--- src/rtl/spi_arbiter_pkg.sv ---
// spi_arbiter_pkg: state encoding, default watchdog limit and clog2 helper
package spi_arbiter_pkg;
  typedef enum logic [2:0] {
    IDLE      = 3'd0,
    START     = 3'd1,
    WAIT_BUSY = 3'd2,
    WAIT_DONE = 3'd3,
    RELEASE   = 3'd4
  } state_t;
  localparam logic [15:0] DEF_TIMEOUT = 16'hFFFF;
  function automatic int clog2(input int n);
    int r;
    r = 0;
    while ((1 << r) < n) r++;
    return r;
  endfunction
endpackage

--- src/rtl/spi_arbiter_rr_pick.sv ---
// rr_pick: combinational round-robin selector starting one past last_gnt
module rr_pick
  import spi_arbiter_pkg::*;
#(
  parameter int NREQ = 4,
  localparam int IW = clog2(NREQ)
) (
  input  logic [NREQ-1:0] req,
  input  logic [IW-1:0]   last_gnt,
  output logic            valid,
  output logic [IW-1:0]   index
);
  always_comb begin
    valid = 1'b0;
    index = '0;
    // Scan from farthest to nearest so the nearest set bit wins
    for (int i = NREQ - 1; i >= 0; i--) begin
      if (|(req & (NREQ'(1) << ((int'(last_gnt) + 1 + i) % NREQ)))) begin
        valid = 1'b1;
        index = IW'((int'(last_gnt) + 1 + i) % NREQ);
      end
    end
  end
endmodule

--- src/rtl/spi_arbiter.sv ---
// spi_arbiter: round-robin sharing of one spi_core between NREQ requesters
module spi_arbiter
  import spi_arbiter_pkg::*;
#(
  parameter int NREQ = 4,
  parameter int START_LEN = 4,
  parameter int TO_WIDTH = 16,
  parameter logic [TO_WIDTH-1:0] TIMEOUT = TO_WIDTH'(DEF_TIMEOUT),
  localparam int IW = clog2(NREQ)
) (
  input  logic            BUS_CLK,
  input  logic            BUS_RST_N,
  input  logic [NREQ-1:0] REQ,
  output logic [NREQ-1:0] GNT,
  output logic [NREQ-1:0] DONE,
  output logic [NREQ-1:0] ERR,
  output logic            EXT_START,
  input  logic            SPI_SEN,
  output logic [NREQ-1:0] CS_N,
  output logic            BUSY,
  output logic [IW-1:0]   GNT_ID
);
  state_t state;
  logic sen_m, sen_s, err, pick_v, to_hit;
  logic [TO_WIDTH-1:0] cnt, cnt_sat;
  logic [IW-1:0] last_gnt, pick_id;
  assign to_hit = (TIMEOUT != '0) && (cnt == TIMEOUT);
  assign cnt_sat = &cnt ? cnt : cnt + TO_WIDTH'(1);
  rr_pick #(.NREQ(NREQ)) u_pick (
    .req(REQ),
    .last_gnt(last_gnt),
    .valid(pick_v),
    .index(pick_id)
  );
  always_ff @(posedge BUS_CLK or negedge BUS_RST_N)
    if (!BUS_RST_N) {sen_s, sen_m} <= 2'b00;
    else {sen_s, sen_m} <= {sen_m, SPI_SEN};
  always_ff @(posedge BUS_CLK or negedge BUS_RST_N) begin
    if (!BUS_RST_N) begin
      state     <= IDLE;
      cnt       <= '0;
      err       <= 1'b0;
      last_gnt  <= IW'(NREQ - 1);
      GNT       <= '0;
      DONE      <= '0;
      ERR       <= '0;
      EXT_START <= 1'b0;
      CS_N      <= '1;
      BUSY      <= 1'b0;
      GNT_ID    <= '0;
    end else begin
      DONE <= '0;
      ERR  <= '0;
      case (state)
        IDLE: if (pick_v) begin
          state     <= START;
          cnt       <= '0;
          err       <= 1'b0;
          GNT       <= NREQ'(1) << pick_id;
          CS_N      <= ~(NREQ'(1) << pick_id);
          GNT_ID    <= pick_id;
          EXT_START <= 1'b1;
          BUSY      <= 1'b1;
        end
        START: if (cnt == TO_WIDTH'(START_LEN - 1)) begin
          state     <= WAIT_BUSY;
          cnt       <= '0;
          EXT_START <= 1'b0;
        end else cnt <= cnt + TO_WIDTH'(1);
        WAIT_BUSY: if (sen_s) begin
          state <= WAIT_DONE;
          cnt   <= '0;
        end else if (to_hit) begin
          state <= RELEASE;
          err   <= 1'b1;
        end else cnt <= cnt_sat;
        WAIT_DONE: if (!sen_s) state <= RELEASE;
        else if (to_hit) begin
          state <= RELEASE;
          err   <= 1'b1;
        end else cnt <= cnt_sat;
        RELEASE: begin
          state    <= IDLE;
          GNT      <= '0;
          CS_N     <= '1;
          BUSY     <= 1'b0;
          last_gnt <= GNT_ID;
          DONE     <= err ? '0 : NREQ'(1) << GNT_ID;
          ERR      <= err ? NREQ'(1) << GNT_ID : '0;
        end
        default: state <= IDLE;
      endcase
    end
  end
endmodule
--- config.mk ---
export PLATFORM = sky130hd
export DESIGN_NAME = spi_arbiter
export DESIGN_NICKNAME = d
export VERILOG_FILES = /design/src/rtl/spi_arbiter_pkg.sv /design/src/rtl/spi_arbiter_rr_pick.sv /design/src/rtl/spi_arbiter.sv
export SDC_FILE = /design/constraint.sdc
export NUM_CORES = 1
export LEC_CHECK = 0
export CORE_ASPECT_RATIO = 0.75
export CORE_MARGIN = 2
export CORE_UTILIZATION = 56
export CTS_CLUSTER_SIZE = 25
export DETAILED_ROUTE_END_ITERATION = 16
export PLACE_DENSITY = 0.82
export RECOVER_POWER = 100
export SYNTH_ARGS = -nofsm -noshare
export SYNTH_HDL_FRONTEND = slang
export SYNTH_HIERARCHICAL = 1
export SYNTH_SLANG_ARGS = --single-unit
export TNS_END_PERCENT = 10
--- constraint.sdc ---
create_clock -name BUS_CLK -period 3 [get_ports BUS_CLK]
set_clock_uncertainty 0.15 [all_clocks]
set_input_delay 0.6 -clock BUS_CLK [delete_from_list [all_inputs] [get_ports BUS_CLK]]
set_output_delay 0.6 -clock BUS_CLK [all_outputs]
set_load 0.05 [all_outputs]
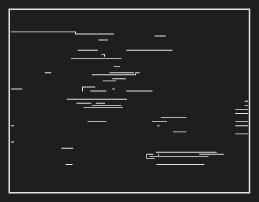
Figure 1: M3 wires.
(3 px per um)
main direction	horizontal
share of all routed wire	5.8%

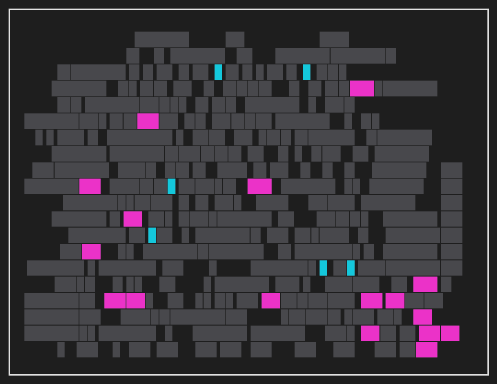
Figure 2: gate-type map.
(6 px per um)
family	colour	cells
AND-OR and OR-AND gates	magenta	17
inverters	cyan	6
Non-Filler Instances: 341
most numerous logic cell after layout: dfrtp_1
combinational fraction of the cell area: 42.2%

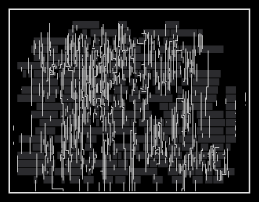
Figure 3: M2 wires.
(3 px per um)
wire length on this layer	2,280 um
main direction	vertical

==> results.sh <==
# physical design summary
export IMPL_status="finished, violations left"
export IMPL_violations="capacitance limit, slew limit"
export IMPL_drive_gt1_share_pct=13.6
export IMPL_postSynthSeqShare_pct=46.2
export IMPL_cap_viol_max_count=1
export IMPL_synthXorXnorAreaFrac_pct=0.365
export IMPL_fp_util_pct=58.8
export IMPL_signal_buffers=39
export IMPL_power_frac_clock_pct=18.3
export IMPL_fin_nets=298
export IMPL_route_vias_total=2149
export IMPL_seq_cells=44
export IMPL_seq_power_w=0.000859
export IMPL_comb_cells=189
export IMPL_cp_top_family="AND-OR/OR-AND gates"
export IMPL_area_leaders="dfrtp_1 40%, dfstp_2 6.6%, nand2_1 4.9%"
export IMPL_hold_buffers=0
export IMPL_startpoint="last_gnt[0]$_DFFE_PN1P_"
export IMPL_final_area_um2=2870
export IMPL_die_x_um=79.6
export IMPL_routed_top_layer="met4"
export IMPL_top_power_group="combinational cells"
export IMPL_grt_pass1_vias=1889
export IMPL_postSynthCellCount=251
export IMPL_use_met1_pct=37.3
export IMPL_num_antenna_cells=0
export IMPL_holdWs_ns=0.206
export IMPL_reg2reg_from="last_gnt[0]$_DFFE_PN1P_"
export IMPL_setup_viol=0
export IMPL_yosys_area_top_type="dfrtp_1"
export IMPL_comb_area_um2=1210
export IMPL_whs_endpoint="sen_s$_DFF_PN0_"
export IMPL_r2r_cells=10
export IMPL_wl_met3_um=310
export IMPL_drt_iter0_drc=243
export IMPL_tritoncts="yes"
export IMPL_rows=20
export IMPL_h_tree_depth=2
export IMPL_place_area_um2=2770
export IMPL_taps=55
export IMPL_required_ns=3.10
export IMPL_cpMostUsedCell="nand2_1"
export IMPL_regMostFlops="cnt"
export IMPL_crit_fanout=5
export IMPL_min_from="sen_m$_DFF_PN0_"
export IMPL_chipHeight_um=60.7
export IMPL_reg2reg_to="CS_N[2]$_DFFE_PN1P_"
export IMPL_die_area_um2=4830
export IMPL_maxSlewViolCount=45
